## config.mk

```make
export PLATFORM = sky130hd
export DESIGN_NAME = baud_ctrl_flat
export DESIGN_NICKNAME = d
export VERILOG_FILES = /design/src/rtl/baud_pkg.sv /design/src/rtl/baud_ctrl_if.sv /design/src/rtl/baud_div_cnt.sv /design/src/rtl/baud_ctrl.sv /design/src/flat_wrapper.sv
export SDC_FILE = /design/constraint.sdc
export NUM_CORES = 1
export LEC_CHECK = 0
export ABC_AREA = 1
export ABC_CLOCK_PERIOD_IN_PS = 7050
export CAP_MARGIN = 5
export CORE_ASPECT_RATIO = 1.1
export CORE_UTILIZATION = 55
export DETAILED_ROUTE_END_ITERATION = 8
export PLACE_DENSITY = 0.88
export SETUP_SLACK_MARGIN = 0.05
export SYNTH_ARGS = -nofsm -noshare
export SYNTH_HDL_FRONTEND = slang
export SYNTH_HIERARCHICAL = 1
export SYNTH_SLANG_ARGS = --single-unit
```

## constraint.sdc

```tcl
create_clock -name clk -period 7.05 [get_ports clk]
set_clock_uncertainty 0.2 [all_clocks]
set_input_delay 1.41 -clock clk [delete_from_list [all_inputs] [get_ports clk]]
set_output_delay 1.41 -clock clk [all_outputs]
set_load 0.03 [all_outputs]
```

## src/rtl/baud_pkg.sv

```systemverilog
// Shared types and constants for the baud tick controller.
package baud_pkg;

    typedef enum logic [1:0] {
        ST_IDLE = 2'd0,
        ST_RUN  = 2'd1,
        ST_PEND = 2'd2
    } baud_state_e;

    localparam int MIN_DIV          = 2;
    localparam int BAUD_DEFAULT_OVS = 16;
    // 50 MHz / (16 x 115200)
    localparam int BAUD_DEFAULT_DIV = 27;

endpackage

```

## src/rtl/baud_ctrl_if.sv

```systemverilog
// Control/status bundle between the baud controller and its user.
interface baud_ctrl_if #(
    parameter int N = 16
);
    logic         en;
    logic         resync;
    logic         cfg_valid;
    logic [N-1:0] cfg_div;
    logic         cfg_ready;
    logic         cfg_err;
    logic [N-1:0] div_q;
    logic         tick;
    logic         bit_tick;
    logic [N-1:0] q;

    modport master (
        output en, resync, cfg_valid, cfg_div,
        input  cfg_ready, cfg_err, div_q, tick, bit_tick, q
    );

    modport slave (
        input  en, resync, cfg_valid, cfg_div,
        output cfg_ready, cfg_err, div_q, tick, bit_tick, q
    );
endinterface

```

## src/rtl/baud_div_cnt.sv

```systemverilog
// Loadable mod-div counter with synchronous clear; wrap flags the last count.
module baud_div_cnt #(
    parameter int N = 16
) (
    input  logic         clk,
    input  logic         reset,
    input  logic         clr,
    input  logic         cnt_en,
    input  logic [N-1:0] div,
    output logic [N-1:0] q,
    output logic         wrap
);

    logic [N-1:0] q_d;
    logic [N-1:0] q_q;

    assign wrap = (q_q == (div - N'(1)));
    assign q    = q_q;

    // Next count: clear dominates, then wrap-or-increment while enabled.
    always_comb begin
        q_d = q_q;
        if (clr) begin
            q_d = '0;
        end else if (cnt_en) begin
            q_d = wrap ? '0 : (q_q + N'(1));
        end else begin
            q_d = q_q;
        end
    end

    // Counter register.
    always_ff @(posedge clk) begin
        if (reset) begin
            q_q <= '0;
        end else begin
            q_q <= q_d;
        end
    end

endmodule

```

## src/rtl/baud_ctrl.sv

```systemverilog
// Programmable baud tick controller: divisor FSM, config handshake, oversample count.
// Optional feature macro: BAUD_CTRL_BIT_TICK_EN (enables ovs_cnt and bit_tick).
module baud_ctrl
    import baud_pkg::*;
#(
    parameter int N           = 16,
    parameter int DEFAULT_DIV = BAUD_DEFAULT_DIV,
    parameter int OVS         = BAUD_DEFAULT_OVS
) (
    input logic       clk,
    input logic       reset,
    baud_ctrl_if.slave bus
);

    localparam logic [1:0] S_IDLE = ST_IDLE;
    localparam logic [1:0] S_RUN  = ST_RUN;
    localparam logic [1:0] S_PEND = ST_PEND;

    if (DEFAULT_DIV < MIN_DIV || OVS < 2 || (OVS & (OVS - 1)) != 0) begin : g_bad_cfg
        $error("baud_ctrl: DEFAULT_DIV must be >= 2 and OVS a power of two >= 2");
    end

    logic [1:0]   state_q, state_d;
    logic [N-1:0] div_cur_q, div_cur_d;
    logic [N-1:0] stage_q, stage_d;
    logic         err_q, err_d;

    logic         xfer_s;
    logic         cfg_bad_s;
    logic         cfg_good_s;
    logic         cnt_clr_s;
    logic         cnt_en_s;
    logic         wrap_s;
    logic         tick_s;
    logic [N-1:0] q_s;

    assign bus.cfg_ready = (state_q != S_PEND);
    assign xfer_s        = bus.cfg_valid && bus.cfg_ready;
    assign cfg_bad_s     = xfer_s && (bus.cfg_div < N'(MIN_DIV));
    assign cfg_good_s    = xfer_s && !cfg_bad_s;
    assign cnt_en_s      = (state_q != S_IDLE);
    assign tick_s        = cnt_en_s && wrap_s && !bus.resync;

    assign bus.tick    = tick_s;
    assign bus.q       = q_s;
    assign bus.div_q   = div_cur_q;
    assign bus.cfg_err = err_q;

    baud_div_cnt #(.N(N)) u_cnt (
        .clk    (clk),
        .reset  (reset),
        .clr    (cnt_clr_s),
        .cnt_en (cnt_en_s),
        .div    (div_cur_q),
        .q      (q_s),
        .wrap   (wrap_s)
    );

    // FSM, divisor apply/stage and counter-clear decisions.
    always_comb begin
        state_d   = state_q;
        div_cur_d = div_cur_q;
        stage_d   = stage_q;
        cnt_clr_s = 1'b0;
        if (cfg_bad_s) begin
            err_d = 1'b1;
        end else begin
            err_d = 1'b0;
        end
        case (state_q)
            S_IDLE: begin
                cnt_clr_s = 1'b1;
                if (cfg_good_s) begin
                    div_cur_d = bus.cfg_div;
                end else begin
                    div_cur_d = div_cur_q;
                end
                if (bus.en) begin
                    state_d = S_RUN;
                end else begin
                    state_d = S_IDLE;
                end
            end
            S_RUN: begin
                if (!bus.en) begin
                    // A write landing together with en=0 takes effect on entry to IDLE.
                    state_d   = S_IDLE;
                    cnt_clr_s = 1'b1;
                    if (cfg_good_s) begin
                        div_cur_d = bus.cfg_div;
                    end else begin
                        div_cur_d = div_cur_q;
                    end
                end else begin
                    if (cfg_good_s) begin
                        stage_d = bus.cfg_div;
                        state_d = S_PEND;
                    end else begin
                        state_d = S_RUN;
                    end
                    cnt_clr_s = bus.resync;
                end
            end
            S_PEND: begin
                if (!bus.en || bus.resync || tick_s) begin
                    div_cur_d = stage_q;
                    stage_d   = '0;
                    cnt_clr_s = 1'b1;
                    state_d   = bus.en ? S_RUN : S_IDLE;
                end else begin
                    state_d = S_PEND;
                end
            end
            default: begin
                state_d   = S_IDLE;
                cnt_clr_s = 1'b1;
            end
        endcase
    end

    // Control registers.
    always_ff @(posedge clk) begin
        if (reset) begin
            state_q   <= S_IDLE;
            div_cur_q <= N'(DEFAULT_DIV);
            stage_q   <= '0;
            err_q     <= 1'b0;
        end else begin
            state_q   <= state_d;
            div_cur_q <= div_cur_d;
            stage_q   <= stage_d;
            err_q     <= err_d;
        end
    end

`ifdef BAUD_CTRL_BIT_TICK_EN
    localparam int OW = $clog2(OVS);
    localparam logic [OW-1:0] OVS_LAST = OW'(OVS - 1);

    logic [OW-1:0] ovs_cnt_q, ovs_cnt_d;

    assign bus.bit_tick = tick_s && (ovs_cnt_q == OVS_LAST);

    // Oversample count restarts whenever the divisor counter is cleared.
    always_comb begin
        ovs_cnt_d = ovs_cnt_q;
        if (cnt_clr_s) begin
            ovs_cnt_d = '0;
        end else if (tick_s) begin
            ovs_cnt_d = ovs_cnt_q + OW'(1);
        end else begin
            ovs_cnt_d = ovs_cnt_q;
        end
    end

    // Oversample counter register.
    always_ff @(posedge clk) begin
        if (reset) begin
            ovs_cnt_q <= '0;
        end else begin
            ovs_cnt_q <= ovs_cnt_d;
        end
    end
`else
    assign bus.bit_tick = 1'b0;
`endif

endmodule

```

## src/flat_wrapper.sv

```systemverilog
// flat-port wrapper written by rule: the top's interface ports become plain ports
module baud_ctrl_flat import baud_pkg::*;
#(
    parameter int N           = 16,
    parameter int DEFAULT_DIV = BAUD_DEFAULT_DIV,
    parameter int OVS         = BAUD_DEFAULT_OVS
)
  (clk, reset, bus_en, bus_resync, bus_cfg_valid, bus_cfg_div, bus_cfg_ready, bus_cfg_err, bus_div_q, bus_tick, bus_bit_tick, bus_q);
  baud_ctrl_if #(.N(N)) bus_i ();
  input logic clk;
  input logic reset;
  input wire logic [$bits(bus_i.en)-1:0] bus_en;
  input wire logic [$bits(bus_i.resync)-1:0] bus_resync;
  input wire logic [$bits(bus_i.cfg_valid)-1:0] bus_cfg_valid;
  input wire logic [$bits(bus_i.cfg_div)-1:0] bus_cfg_div;
  output wire logic [$bits(bus_i.cfg_ready)-1:0] bus_cfg_ready;
  output wire logic [$bits(bus_i.cfg_err)-1:0] bus_cfg_err;
  output wire logic [$bits(bus_i.div_q)-1:0] bus_div_q;
  output wire logic [$bits(bus_i.tick)-1:0] bus_tick;
  output wire logic [$bits(bus_i.bit_tick)-1:0] bus_bit_tick;
  output wire logic [$bits(bus_i.q)-1:0] bus_q;
  assign bus_i.en = bus_en;
  assign bus_i.resync = bus_resync;
  assign bus_i.cfg_valid = bus_cfg_valid;
  assign bus_i.cfg_div = bus_cfg_div;
  assign bus_cfg_ready = bus_i.cfg_ready;
  assign bus_cfg_err = bus_i.cfg_err;
  assign bus_div_q = bus_i.div_q;
  assign bus_tick = bus_i.tick;
  assign bus_bit_tick = bus_i.bit_tick;
  assign bus_q = bus_i.q;
  baud_ctrl #(.N(N), .DEFAULT_DIV(DEFAULT_DIV), .OVS(OVS)) u_core (.clk(clk), .reset(reset), .bus(bus_i));
endmodule
```

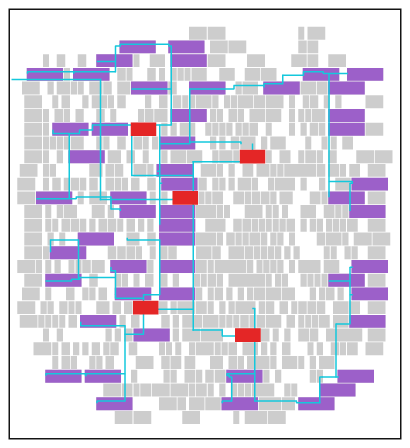
Figure 1: run 1, routed clock nets over the placement.
- purple: flip-flops (count 51)
- red: clock drivers (count 5)
- cyan: clock wires (length 596 µm)
- routed clock nets: 6
- flops lie: all over the die
Latency at later pin: 0.31 ns
Clk power: 0.183 mW

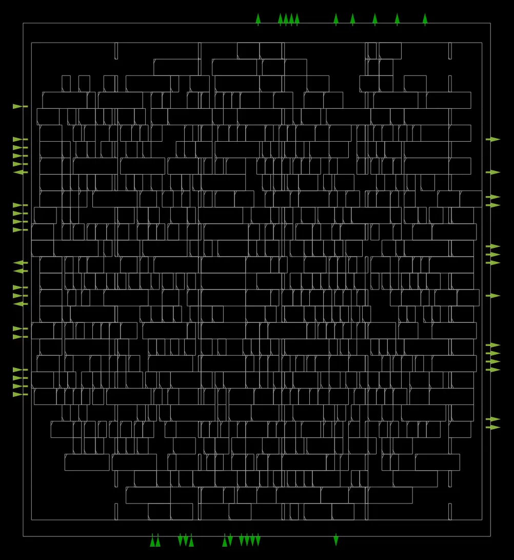
Figure 2: run 1, cell outlines without signal wires.
Seq cells: 51
filler cell count: 547
FP Rows: 29

==> deck_impl_summary.md, run 1 <==
Implementation Results

Placed design
  – DPL Wire Length: 6.08 mm
  – Placer Congestion: 0.892
  – Placed cell count: 638
  – Buffers added on ports: 55
  – Placed instance area: 0.00397 mm²
  – Worst slack at placement: 2.75 ns

Cells and area
  – Comb. cell area: 0.00211 mm²
  – Combinational Gates: 407
  – NonClk Buf Share: 13.9%
  – Area Overhead vs Synth: 18.4%
  – Register area: 0.00102 mm²
  – Clock buf/inv share: 2.37%
  – Non-CTS inverters: 46
  – Layout cells sized above 1: 8.61%
  – Flop share of the area: 25.1%
  – Non-Filler Instances: 646
  – Clkbuf count: 5
  – Most numerous logic cell after layout: nand2_1
  – Most numerous logic cells after layout: nand2_1, nor2_1, clkdlybuf4s50_1, nand3_1, dfxtp_1
  – Comb/total area: 52.0%
  – Area-dominant class: multi-input combinational cells
  – Total Nets Final: 595
  – Non-CTS buffers: 57

Worst setup path
  – Cells along the critical path: inv_1 -> ha_1 -> nand3_4 -> nor2_8 -> nand2_1 -> nand2_1 -> nand2_1 -> nor3b_1 -> nand3_1 -> nor2_1 -> nand2_1 -> nor2_2 -> clkdlybuf4s50_1
  – Critical Path End: bus_tick
  – Worst reg2reg setup slack: 3.65 ns
  – Critical path class: register to output pin
  – Worst-path fanout max: 7
  – CP Depth: 13
  – Setup crit start: u_core/bus.div_q[0]
  – Worst EP arrival: 3.11 ns
  – Worst Reg2Reg Path Length in Cells: 18
  – Crit-path most repeated cell: nand2_1
  – Worst r2r dst: u_core/u_cnt/q[10]
  – Worst setup SP type: register
  – Biggest cell delay along the critical path: 0.69 ns
  – Delay-heaviest family, CP: simple AND/OR/NAND/NOR gates
  – Worst Path Buf+Inv: 2
  – Crit path DRT: 5.44 ns
  – CP max stage cell: clkdlybuf4s50_1
  – Reg2reg start: u_core/bus.div_q[0]

Clocking
  – Clock sink count: 51
  – TritonCTS clock tree: yes
  – # H-tree levels: 2
  – CTS Root Buffer Type: clkbuf_8
  – CTS Buf Count: 5
  – Reg clk slew, reported paths: 0.10 ns
  – Clock tree buffer depth: 2
  – Number of hold buffers added after cts: 0
  – Setup repair bufs after CTS: 0
  – Post-CTS Resized: 0

Timing
  – Final Hold Fails: 0
  – Relative slew slack: 35.3%
  – Final Max Tran Viols: 0
  – Setup_tns: 0 ns
  – RSZ-0062 raised after global routing: no
  – Setup ws final: 2.33 ns
  – Cycle use final: 66.9%
  – Tmin final: 4.72 ns
  – Measured slew at the worst slew-check pin: 0.970 ns
  – Max Freq: 212 MHz
  – Final hold slack: 0.292 ns
  – Final setup fails: 0

Drt
  – WL met1: 3.48 mm
  – Wire length on met3: 421 µm
  – Drt via density: 5.36
  – Max layer used: met4
  – DRC: 0
  – Total number of vias: 3460
  – Final WL: 8.16 mm
  – Drt wl/cell: 12.6 µm
  – Iteration-0 DRC Markers: 227
  – DRT antenna net count: 0
  – 1st-pass router iterations: 5
  – Length of routed met2 wiring: 4.11 mm

Yosys
  – Max-area cell share: 29.8%
  – Cell variety after synth: 37
  – Synth mux share: 0%
  – Synth top area cells: dfxtp_1, nand2_1, nand3_1, nor2_1, inv_1
  – # Cells Yosys: 525
  – Main logic family after synthesis: simple AND/OR/NAND/NOR gates
  – Netlist Area Pre-Place: 0.00343 mm²
  – Ys flops: 51
  – Post-synth EDFFs: 0
  – Syn_area_per_cell: 6.53 µm²
  – Adders+Majority by Area: 2.19%
  – Mapped Nets: 552
  – Synth async-reset ratio: 0%
  – Post-synth top flop: dfxtp_1
  – XORs/XNORs by Area: 5.87%
  – Yosys aoi share: 10.5%
  – Post-synth top area cell: dfxtp_1
  – Syn. warnings: 6
  – Simple Share, Synth: 42.7%
  – Yosys chip area: 0.00343 mm²
  – Synth Seq Share: 29.8%
  – Cell with the most instances after synthesis: nand2_1
  – Synth Instances: 525

Worst hold path
  – Hold path startpoint: u_core/stage_q[3]
  – Worst Hold End: u_core/stage_q[3]
  – Worst hold-check path type: register to register
  – Hold path depth: 2

Floorplanning
  – Die X: 77.3 µm
  – I/O Pins: 57
  – Tapcells: 77
  – Core area: 0.00588 mm²
  – Die Height: 84.8 µm
  – Chip area: 0.00656 mm²

GRT
  – Top Usage Layer GRT: met2
  – Gr ovfl total: 0
  – Vias in the first global route: 3132
  – GRT Total Usage: 25.5%
  – Met2 Resource Use GR: 45.1%
  – Met1 GRT Util: 31.2%
  – Largest net degree at the start of global routing: 34
  – Routing usage on met3: 3.66%
  – Antenna violations before repair: 0
  – First-pass GRT wire length: 13.7 mm

Power
  – NetSw: 0.221 mW
  – VDD IR max: 109 µV
  – Clock Power Share: 27.8%
  – Gate power share: 23.8%
  – Internal: 0.437 mW
  – Top Consumer: registers
  – Power, Total: 0.658 mW
  – Sequential power: 0.319 mW
  – PwrDens: 162 mW/mm²

Status
  – Outcome: completed

Run
  – OpenROAD warnings: 29
  – Max-Cap Viols: 0
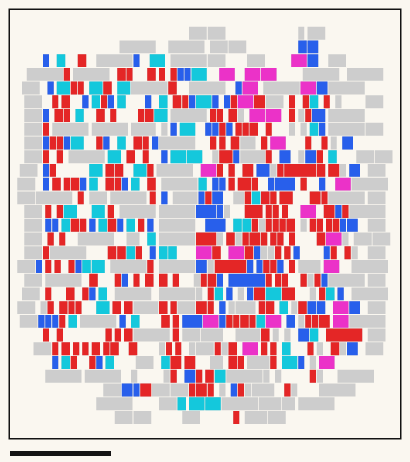
Figure 3: run 1, gate-type map.
Scale bar: 20 µm.
- red: nand cells (cells 222)
- blue: nor cells (cells 95)
- magenta: xor and xnor cells (cells 23)
- cyan: aoi and oai cells (cells 59)

==> run 2: changes to the inputs <==
- ABC_CLOCK_PERIOD_IN_PS: 7050 -> 3800
- CORE_UTILIZATION: 55 -> 49
- PLACE_DENSITY: 0.88 -> 0.83
- clock period: 7.05 -> 3.8 ns (I/O delays scaled with it)
==> run 2 against run 1 <==
Compared with the run above:
- combinational power up 85%
- worst setup slack worse by 2.0 ns
- critical path depth unchanged
- first-iteration DRC count down 32%
- sequential cell count unchanged
- non-clock buffer count up 5
- highest routed layer unchanged
- largest cell class unchanged
- sequential share of layout area down 0.25 points
- register-to-register slack worse by 3.0 ns
- final cell count up 1.5%
- die area up 12%
==> deck_impl_summary.md, run 2 <==
Implementation Results

Yosys
  – Synth top area cells: dfxtp_1, nand2_1, nand3_1, nor2_1, inv_1 (unchanged)
  – Synth async-reset ratio: 0% (unchanged)
  – Cell with the most instances after synthesis: nand2_1 (unchanged)
  – Synth Instances: 525 (unchanged)
  – Mapped Nets: 552 (unchanged)
  – Yosys aoi share: 10.5% (unchanged)
  – Yosys chip area: 0.00343 mm² (unchanged)
  – Cell variety after synth: 37 (unchanged)
  – Synth mux share: 0% (unchanged)
  – # Cells Yosys: 525 (unchanged)
  – XORs/XNORs by Area: 5.87% (unchanged)
  – Post-synth EDFFs: 0 (unchanged)
  – Syn_area_per_cell: 6.53 µm² (unchanged)
  – Max-area cell share: 29.8% (unchanged)
  – Simple Share, Synth: 42.7% (unchanged)
  – Netlist Area Pre-Place: 0.00343 mm² (unchanged)
  – Post-synth top flop: dfxtp_1 (unchanged)
  – Ys flops: 51 (unchanged)
  – Syn. warnings: 6 (unchanged)
  – Post-synth top cells: nand2_1, nor2_1, nand3_1 (unchanged)
  – Post-synth top area cell: dfxtp_1 (unchanged)
  – Main logic family after synthesis: simple AND/OR/NAND/NOR gates (unchanged)
  – Adders+Majority by Area: 2.19% (unchanged)
  – Synth Seq Share: 29.8% (unchanged)

Power
  – PwrDens: 298 mW/mm² (was 162 mW/mm²)
  – Net Sw Frac: 33.5% (about the same)
  – NetSw: 0.410 mW (was 0.221 mW)
  – Sequential power: 0.591 mW (was 0.319 mW)
  – Internal: 0.813 mW (was 0.437 mW)
  – Leakage Power: 1.81 nW (was 1.78 nW)
  – Clk power: 0.341 mW (was 0.183 mW)
  – Power, Total: 1.22 mW (was 0.658 mW)
  – Seq pwr share: 48.3% (was 48.4%)
  – Top Consumer: registers (unchanged)
  – VDD IR max: 206 µV (was 109 µV)
  – Comb power: 0.291 mW (was 0.157 mW)
  – Clock Power Share: 27.9% (was 27.8%)
  – Gate power share: 23.8% (about the same)

Timing
  – Final Max Tran Viols: 0 (unchanged)
  – Tmin final: 3.50 ns
  – Relative slew slack: 63.8% (was 35.3%)
  – Final setup fails: 0 (unchanged)
  – Measured slew at the worst slew-check pin: 0.540 ns (was 0.970 ns)
  – Cycle use final: 92.2%
  – Setup ws final: 0.297 ns (was 2.33 ns)
  – Final hold slack: 0.293 ns (was 0.292 ns)
  – RSZ-0062 raised after global routing: no (unchanged)
  – Final Hold Fails: 0 (unchanged)
  – Setup_tns: 0 ns (unchanged)
  – Max Freq: 285 MHz

Worst setup path
  – Critical path class: register to output pin (unchanged)
  – Worst Path Buf+Inv: 2 (unchanged)
  – Worst-path fanout max: 7 (unchanged)
  – Cells along the critical path: inv_1 -> ha_2 -> nand3_4 -> nor2_8 -> nand2_1 -> nand2_1 -> nand2_1 -> nor3b_1 -> nand3_1 -> nor2_1 -> nand2_1 -> nor2_2 -> clkbuf_2 (was inv_1 -> ha_1 -> nand3_4 -> nor2_8 -> nand2_1 -> nand2_1 -> nand2_1 -> nor3b_1 -> nand3_1 -> nor2_1 -> nand2_1 -> nor2_2 -> clkdlybuf4s50_1)
  – Crit. End Element: output pin (unchanged)
  – Worst setup SP type: register (unchanged)
  – Setup crit start: u_core/bus.div_q[0] (unchanged)
  – Worst EP arrival: 2.54 ns (was 3.11 ns)
  – Critical Path End: bus_tick (unchanged)
  – Worst Reg2Reg Path Length in Cells: 20 (was 18)
  – Reg2reg start: u_core/bus.div_q[0] (unchanged)
  – Delay-heaviest family, CP: simple AND/OR/NAND/NOR gates (unchanged)
  – Worst r2r dst: u_core/u_cnt/q[12] (was u_core/u_cnt/q[10])
  – Crit path DRT: 2.84 ns (was 5.44 ns)
  – Crit-path most repeated cell: nand2_1 (unchanged)
  – CP Depth: 13 (unchanged)
  – Biggest cell delay along the critical path: 0.36 ns (was 0.69 ns)
  – CP max stage cell: dfxtp_1 (was clkdlybuf4s50_1)
  – Worst reg2reg setup slack: 0.68 ns (was 3.65 ns)

Drt
  – Total number of vias: 3371 (was 3460)
  – DRT antenna net count: 0 (unchanged)
  – Final WL: 7.95 mm (was 8.16 mm)
  – 1st-pass router iterations: 4 (was 5)
  – WL met1: 3.65 mm (was 3.48 mm)
  – Iteration-0 DRC Markers: 155 (was 227)
  – Length of routed met2 wiring: 3.94 mm (was 4.11 mm)
  – Max layer used: met4 (unchanged)
  – DRC: 0 (unchanged)
  – Drt wl/cell: 12.1 µm (was 12.6 µm)
  – Drt via density: 5.14 (was 5.36)
  – Wire length on met3: 277 µm (was 421 µm)

Clocking
  – CTS Buf Count: 5 (unchanged)
  – Reg clk slew, reported paths: 0.11 ns (was 0.10 ns)
  – Number of hold buffers added after cts: 0 (unchanged)
  – # H-tree levels: 2 (unchanged)
  – Clock tree buffer depth: 2 (unchanged)
  – Latency at later pin: 0.31 ns (about the same)
  – Post-CTS Resized: 1 (was 0)
  – Setup repair bufs after CTS: 0 (unchanged)
  – CTS Root Buffer Type: clkbuf_8 (unchanged)
  – Clock sink count: 51 (unchanged)
  – TritonCTS clock tree: yes (unchanged)

Run
  – OpenROAD warnings: 29 (unchanged)
  – Max-Cap Viols: 0 (unchanged)

Worst hold path
  – Hold path startpoint: u_core/stage_q[10] (was u_core/stage_q[3])
  – Worst hold-check path type: register to register (unchanged)
  – Worst Hold End: u_core/stage_q[10] (was u_core/stage_q[3])
  – Hold path depth: 2 (unchanged)

Placed design
  – Placer Congestion: 0.902 (was 0.892)
  – Placed cell count: 648 (was 638)
  – Buffers added on ports: 55 (unchanged)
  – DPL Wire Length: 6.17 mm (was 6.08 mm)
  – Placed instance area: 0.00401 mm² (was 0.00397 mm²)
  – Worst slack at placement: 0.155 ns (was 2.75 ns)

Cells and area
  – Final Cell Area: 0.00410 mm² (was 0.00406 mm²)
  – Diode count: 0 (unchanged)
  – Comb. cell area: 0.00211 mm² (about the same)
  – Comb/total area: 51.5% (was 52.0%)
  – Non-CTS buffers: 62 (was 57)
  – Area Overhead vs Synth: 19.6% (was 18.4%)
  – Most numerous logic cell after layout: nand2_1 (unchanged)
  – Seq cells: 51 (unchanged)
  – Combinational Gates: 407 (unchanged)
  – Register area: 0.00102 mm² (unchanged)
  – NonClk Buf Share: 14.6% (was 13.9%)
  – Filler cell count: 652 (was 547)
  – Area-dominant class: multi-input combinational cells (unchanged)
  – Most numerous logic cells after layout: nand2_1, nor2_1, nand3_1 (was nand2_1, nor2_1, clkdlybuf4s50_1, nand3_1, dfxtp_1)
  – Clock buf/inv share: 2.35% (was 2.37%)
  – Layout cells sized above 1: 9.76% (was 8.61%)
  – Total Nets Final: 600 (was 595)
  – Non-CTS inverters: 46 (unchanged)
  – Clkbuf count: 5 (unchanged)
  – Flop share of the area: 24.9% (was 25.1%)

GRT
  – Met2 Resource Use GR: 40.4% (was 45.1%)
  – Antenna violations before repair: 0 (unchanged)
  – Routing usage on met3: 3.65% (was 3.66%)
  – GRT Total Usage: 23.3% (was 25.5%)
  – Met1 GRT Util: 29.7% (was 31.2%)
  – Largest net degree at the start of global routing: 34 (unchanged)
  – First-pass GRT wire length: 13.8 mm (was 13.7 mm)
  – Vias in the first global route: 3060 (was 3132)
  – Top Usage Layer GRT: met2 (unchanged)
  – Gr ovfl total: 0 (unchanged)

Floorplanning
  – Die Height: 89.8 µm (was 84.8 µm)
  – Chip area: 0.00734 mm² (was 0.00656 mm²)
  – FP Util: 51.4% (was 58.4%)
  – Die X: 81.8 µm (was 77.3 µm)
  – I/O Pins: 57 (unchanged)

Status
  – Outcome: completed (unchanged)
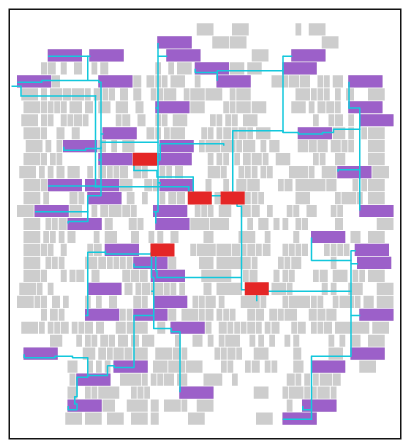
Figure 4: run 2, routed clock nets over the placement.
- cyan: clock wires (length 648 µm)
- purple: flip-flops (count 51)
- red: clock drivers (count 5)
- flops lie: all over the die
- routed clock nets: 6

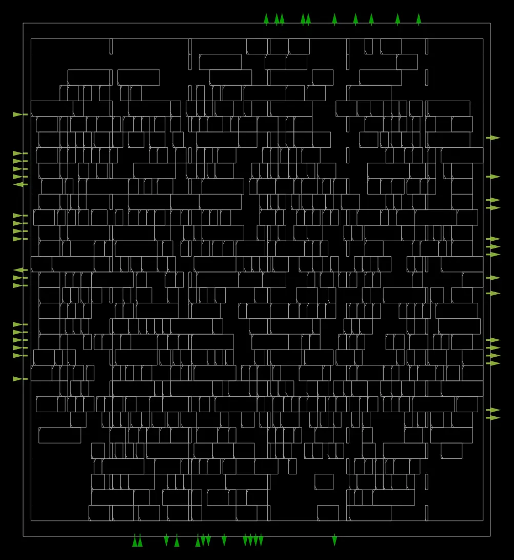
Figure 5: run 2, cell outlines without signal wires.
core area: 0.00667 mm²
FP Rows: 31
end-of-flow core utilization: 61.5%
Non-Filler Instances: 656
Tapcells: 82

No activity file was given, so power comes from the tool's default toggle rates.
